### Cell density map

The die is cut into 11 by 11 equal tiles; black is low, pale yellow is high, 0 to 100% covered.
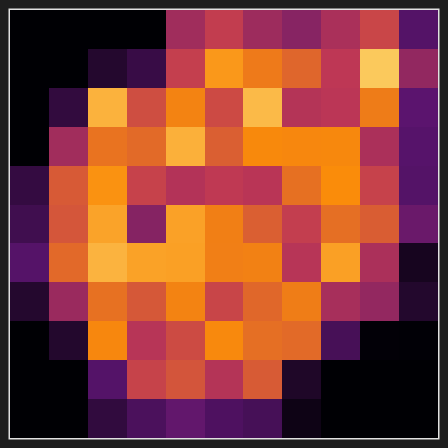
### Sequential cells coloured by netlist name

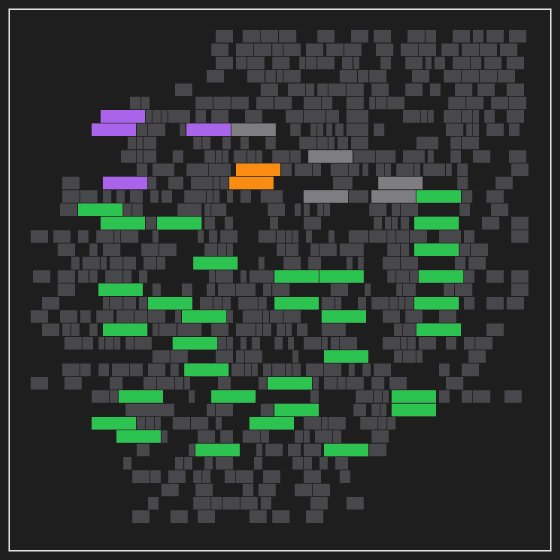
--- src/rtl/rdoq_rate_pkg.sv ---
// Shared definitions for the RDOQ sign-bit rate-estimation arbiter.
//   IEP_RATE : Q15 cost of one equiprobable bin (1.0 bit)
//   COST_MAX : saturated cost pattern; consumers slice it to their cost width (<= 64)
//   arb_state_t : arbiter sequencing states
//   id_width() : lane-index width that stays >= 1 for degenerate lane counts
package rdoq_rate_pkg;

  localparam int unsigned IEP_RATE = 32768;
  localparam logic [63:0] COST_MAX = '1;

  typedef enum logic [1:0] {
    IDLE,
    ISSUE,
    WAIT,
    RESP
  } arb_state_t;

  function automatic int id_width(input int n);
    return (n < 2) ? 1 : $clog2(n);
  endfunction

endpackage

--- src/rtl/rate_est_arbiter_rr_pick.sv ---
// Round-robin one-hot selector (purely combinational).
//   req    : request vector
//   ptr    : highest-priority lane index
//   onehot : one-hot winner (all zero when nothing requests)
//   id     : winner index
//   any    : at least one lane requests
// Lanes at or above ptr are tried first; if none of them request, the search
// wraps to the lowest requesting lane overall.
module rr_pick
  import rdoq_rate_pkg::*;
#(
  parameter int N    = 4,
  parameter int ID_W = id_width(N)
) (
  input  logic [N-1:0]    req,
  input  logic [ID_W-1:0] ptr,
  output logic [N-1:0]    onehot,
  output logic [ID_W-1:0] id,
  output logic            any
);

  logic [N-1:0] mask;
  logic [N-1:0] masked;
  logic [N-1:0] sel;

  genvar gi;
  generate
    for (gi = 0; gi < N; gi++) begin : g_mask
      assign mask[gi]   = (ID_W'(gi) >= ptr);
      assign onehot[gi] = any && (id == ID_W'(gi));
    end
  endgenerate

  assign masked = req & mask;
  assign any    = |req;

  always_comb begin
    sel = (|masked) ? masked : req;
    id  = '0;
    // Scan downwards so the lowest set bit of sel is the one that sticks.
    for (int i = N - 1; i >= 0; i--) begin
      if (sel[i]) begin
        id = ID_W'(i);
      end
    end
  end

endmodule

--- src/rtl/rate_est_arbiter.sv ---
// Shares one CABAC sign-bit-cost engine among NUM_REQ RDOQ lanes.
//   clk, rst_n         : clock, asynchronous active-low reset
//   req, req_level     : per-lane request and |coeff| (lane i at [i*LVL_W +: LVL_W])
//   gnt                : one-hot, only during the response cycle
//   rsp_valid/id/cost/tmo : one-cycle response; cost is Q15 (32768 = 1 bit)
//   eng_start          : one-cycle start pulse to the cost engine
//   eng_done, eng_cost : engine completion and its cost
//   busy               : arbiter is not idle
// Zero-level coefficients have no sign bit, so they are answered with cost 0
// without touching the engine. A stalled engine is abandoned after TIMEOUT
// wait cycles and the lane receives a saturated cost so RDOQ rejects it.
module rate_est_arbiter
  import rdoq_rate_pkg::*;
#(
  parameter int NUM_REQ = 4,
  parameter int LVL_W   = 16,
  parameter int COST_W  = 32,
  parameter int TIMEOUT = 15
) (
  input  logic                         clk,
  input  logic                         rst_n,
  input  logic [NUM_REQ-1:0]           req,
  input  logic [NUM_REQ*LVL_W-1:0]     req_level,
  output logic [NUM_REQ-1:0]           gnt,
  output logic                         rsp_valid,
  output logic [id_width(NUM_REQ)-1:0] rsp_id,
  output logic [COST_W-1:0]            rsp_cost,
  output logic                         rsp_tmo,
  output logic                         eng_start,
  input  logic                         eng_done,
  input  logic [COST_W-1:0]            eng_cost,
  output logic                         busy
);

  localparam int ID_W  = id_width(NUM_REQ);
  localparam int CNT_W = $clog2(TIMEOUT + 1);

  arb_state_t        state_reg, state_next;
  logic [ID_W-1:0]   ptr_reg, ptr_next;
  logic [ID_W-1:0]   id_reg, id_next;
  logic [COST_W-1:0] cost_reg, cost_next;
  logic              tmo_reg, tmo_next;
  logic [CNT_W-1:0]  cnt_reg, cnt_next;
  logic [CNT_W-1:0]  cnt_inc;

  logic [LVL_W-1:0]   level_arr [NUM_REQ];
  logic [NUM_REQ-1:0] pick_onehot;
  logic [ID_W-1:0]    pick_id;
  logic               pick_any;
  logic [LVL_W-1:0]   pick_level;

  genvar gi;
  generate
    for (gi = 0; gi < NUM_REQ; gi++) begin : g_lane
      assign level_arr[gi] = req_level[gi*LVL_W +: LVL_W];
      assign gnt[gi]       = (state_reg == RESP) && (id_reg == ID_W'(gi));
    end
  endgenerate

  rr_pick #(
    .N    (NUM_REQ),
    .ID_W (ID_W)
  ) u_pick (
    .req    (req),
    .ptr    (ptr_reg),
    .onehot (pick_onehot),
    .id     (pick_id),
    .any    (pick_any)
  );

  // Only the index is needed; the one-hot form is kept for observability.
  logic pick_onehot_any;
  assign pick_onehot_any = |pick_onehot;

  assign pick_level = level_arr[pick_id];
  assign cnt_inc    = cnt_reg + 1'b1;

  always_ff @(posedge clk or negedge rst_n) begin
    if (!rst_n) begin
      state_reg <= IDLE;
      ptr_reg   <= '0;
      id_reg    <= '0;
      cost_reg  <= '0;
      tmo_reg   <= 1'b0;
      cnt_reg   <= '0;
    end else begin
      state_reg <= state_next;
      ptr_reg   <= ptr_next;
      id_reg    <= id_next;
      cost_reg  <= cost_next;
      tmo_reg   <= tmo_next;
      cnt_reg   <= cnt_next;
    end
  end

  always_comb begin
    state_next = state_reg;
    ptr_next   = ptr_reg;
    id_next    = id_reg;
    cost_next  = cost_reg;
    tmo_next   = tmo_reg;
    cnt_next   = cnt_reg;

    eng_start  = 1'b0;
    rsp_valid  = 1'b0;
    rsp_id     = '0;
    rsp_cost   = '0;
    rsp_tmo    = 1'b0;
    busy       = (state_reg != IDLE);

    case (state_reg)
      IDLE: begin
        if (pick_any && pick_onehot_any) begin
          id_next  = pick_id;
          tmo_next = 1'b0;
          if (pick_level == '0) begin
            cost_next  = '0;
            state_next = RESP;
          end else begin
            state_next = ISSUE;
          end
        end
      end

      ISSUE: begin
        eng_start  = 1'b1;
        cnt_next   = '0;
        state_next = WAIT;
      end

      WAIT: begin
        // A done arriving in the timeout cycle still wins: the real cost is better
        // than a forced rejection.
        if (eng_done) begin
          cost_next  = eng_cost;
          tmo_next   = 1'b0;
          state_next = RESP;
        end else begin
          cnt_next = cnt_inc;
          if (cnt_inc == CNT_W'(TIMEOUT)) begin
            cost_next  = COST_MAX[COST_W-1:0];
            tmo_next   = 1'b1;
            state_next = RESP;
          end
        end
      end

      RESP: begin
        rsp_valid  = 1'b1;
        rsp_id     = id_reg;
        rsp_cost   = cost_reg;
        rsp_tmo    = tmo_reg;
        ptr_next   = (id_reg == ID_W'(NUM_REQ - 1)) ? '0 : id_reg + 1'b1;
        state_next = IDLE;
      end

      default: begin
        state_next = IDLE;
      end
    endcase
  end

endmodule
--- config.mk ---
export PLATFORM = sky130hd
export DESIGN_NAME = rate_est_arbiter
export DESIGN_NICKNAME = d
export VERILOG_FILES = /design/src/rtl/rdoq_rate_pkg.sv /design/src/rtl/rate_est_arbiter_rr_pick.sv /design/src/rtl/rate_est_arbiter.sv
export SDC_FILE = /design/constraint.sdc
export NUM_CORES = 1
export LEC_CHECK = 0
export CAP_MARGIN = 0
export CELL_PAD_IN_SITES_DETAIL_PLACEMENT = 0
export CELL_PAD_IN_SITES_GLOBAL_PLACEMENT = 1
export CORE_MARGIN = 4
export CORE_UTILIZATION = 34
export CTS_CLUSTER_DIAMETER = 200
export DETAILED_ROUTE_END_ITERATION = 16
export GPL_ROUTABILITY_DRIVEN = 1
export GPL_TIMING_DRIVEN = 0
export PLACE_DENSITY = 0.95
export SYNTH_ARGS = -nofsm -noshare
export SYNTH_HDL_FRONTEND = slang
export SYNTH_SLANG_ARGS = --single-unit
--- constraint.sdc ---
create_clock -name clk -period 4.1 [get_ports clk]
set_input_delay 0.41 -clock clk [delete_from_list [all_inputs] [get_ports clk]]
set_output_delay 0.41 -clock clk [all_outputs]
set_load 0.03 [all_outputs]
==> GITHUB_STEP_SUMMARY <==
## Implementation flow summary

| Metric | Value |
|---|---|
| First-pass GRT wire length | `18,570 um` |
| Setup TNS | `0 ns` |
| Worst Slack Setup Final | `1.062 ns` |
| Root Buffer Master | `clkbuf_8` |
| Final Hold Fails | `0` |
| Synth Area in XOR/XNOR | `0.002472` |
| Total CTS buffers | `5` |
| Share of cells above drive strength 1 | `0.05604` |
| Clk latency late pin | `roughly 0.29 ns` |
| Cell family with most CP delay | `buffers and inverters` |
| Synth mux share | `0.09958` |
| Finished Layout Cells | `just over 700` |
| Reg2reg setup slack | `1.42 ns` |
| Avg WL per Cell | `17.07 um` |
| H-tree levels | `2` |
| Largest net degree at the start of global routing | `24` |
| Worst Path Required | `3.69 ns` |
| Grt ovf | `0` |
| CTS tree | `done` |
| Synthesized flop and latch total | `43` |
| EDFF count, synth | `0` |
| ANT nets after route | `0` |
| WHS | `0.09912 ns` |
| Async set or reset register ratio after synthesis | `1.000` |
| Number of global-route vias before repair | `3,824` |
| Reg clk slew, reported paths | `~0.080 ns` |
| Critical Path, Cell by Cell | `inv_1, ha_1, clkbuf_1, clkbuf_1, inv_1, clkdlybuf4s50_1` |
| Num ports | `around 150` |
| Sequential share of the synthesized area | `0.3037` |
| Chip height | `110.1 um` |
| Fmax | `329.1 MHz` |
| WL final | `12,070 um` |
| Reg2reg start | `state_reg[0]` |
| Clock Sinks | `around 43` |
| Yosys warns | `0` |
| Placer Congestion | `around 0.85` |
| Pwr Total | `3.298 mW` |
| Gr usage total | `0.1926` |
| Bufs and invs on worst path | `5` |
| Top cells by count | `43 x dfrtp_1, 43 x o21ai_0, 40 x and2_1, 40 x nor2_1` |
| Row cnt | `37` |
| DR vias/cell | `5.371` |
| Rel. slew slack | `0.6250` |
| Detailed Place HPWL | `between 9000 and 10,000 um` |
| Cell depth of the worst flop-to-flop path | `10` |
| Initial drt markers | `about 260` |
| Commonest non-fill, non-tap cells in the layout | `143 x clkdlybuf4s50_1, 43 x o21ai_0, 43 x dfrtp_1` |
| Slew of the pin with the lowest slew margin | `between 0.5 and 0.6 ns` |
| CP Capture Type | `output port` |
| Number of instances in the placed design | `701` |
| Crit-path slowest cell | `clkdlybuf4s50_1` |
| Max-Cap Viols | `0` |
| Synth Area in Compound Gates | `0.1677` |
| Status | `finished, final reports clean` |
| Clock Path Buffers | `2` |
| Port bufs | `~140` |
| Post-CTS setup buffer count | `0` |
| Adder share | `0.03884` |
| Antenna diodes | `0` |
| Syn Area/Cell | `about 8.4 sq um` |
| Tool warnings | `34` |
| Total leakage power | `2.084 nW` |
| Residual DRC | `0` |
| Peak supply drop | `304.2 uV` |
| Syn_nets | `534` |
| Min-Delay Path Class | `in -> async` |
| Clk_skew | `0.004694 ns` |
| Synth Flop Type | `dfrtp_1` |
| CP Launch Type | `register` |
| Dpl ws | `roughly 1.2 ns` |
| Post-cts resize count | `0` |
| Unrepaired setup endpoints after global routing | `false` |
| Cell area after synthesis | `3543 sq um` |
Back to the opening pictures, 'Cell density map':
emptiest ninth of the die = lower right
mean over tiles = 42%
densest ninth of the die = centre
fullest tile = 88%
nearly empty tiles = 17%

Back to the opening pictures, 'Sequential cells coloured by netlist name':
`cost_reg` -> green  # placed flops 32
`cnt_reg` -> purple  # placed flops 4, where upper left
`state_reg` -> orange  # placed flops 2
Post-Route Utilization: 0.5131
Register Area: 1076 sq um
Seq area share: 0.2050
seq pwr: 783 uW

==> metrics by stage <==
stage          instance area (sq um)  utilization
2_1_floorplan                   3543            -
3_3_place_gp                    5155       0.5039
3_5_place_dp                    5177       0.5061
4_1_cts                         5250       0.5131
5_1_grt                         5250       0.5131
6_report                        5250       0.5131
==> area by class of cell <==
cell class / instances / area, sq um / area share
timing repair buffer: 145 / 1464 / 0.2788
sequential: 43 / 1076 / 0.2050
tap: 136 / 170.2 / 0.03241
clock buffer: 6 / 72.57 / 0.01382
buffer: 38 / 200.2 / 0.03813
inverter: 9 / 33.78 / 0.006435
multi-input combinational: 330 / 2233 / 0.4254
==> worst reg2reg max path, delay by kind of cell (launching register included) <==
family	cells	cell delay (ns)
buffers and inverters	3	0.74
and+or+nand+nor	3	0.63
DFF	1	0.40
adders and majority gates	1	0.28
muxes	1	0.27
AOI/OAI and AO/OA	2	0.25
==> routing by layer <==
layer,wire length (um),up-vias,part of all wire,track usage
li1,-,1850,-,-
met1,5232,1810,0.43,0.2672
met2,5973,124,0.50,0.3167
met3,704,13,0.058,0.02737
met4,156,0,0.013,0.04541
met5,0,-,0,0
==> worst max path at each step <==
stage	start	end
global route	state_reg[0]	busy
detailed placement	eng_done	cost_reg[23]
floorplan	state_reg[0]	cost_reg[0]
finish	state_reg[1]	busy
CTS	state_reg[1]	busy
global placement	eng_done	cost_reg[18]
==> report_power, final <==
group | internal (mW) | switching [mW]
Clock | 0.114 | 0.144
Sequential | 0.620 | 0.163
Combinational | 0.942 | 1.31
Power and IR drop assume default switching activity.
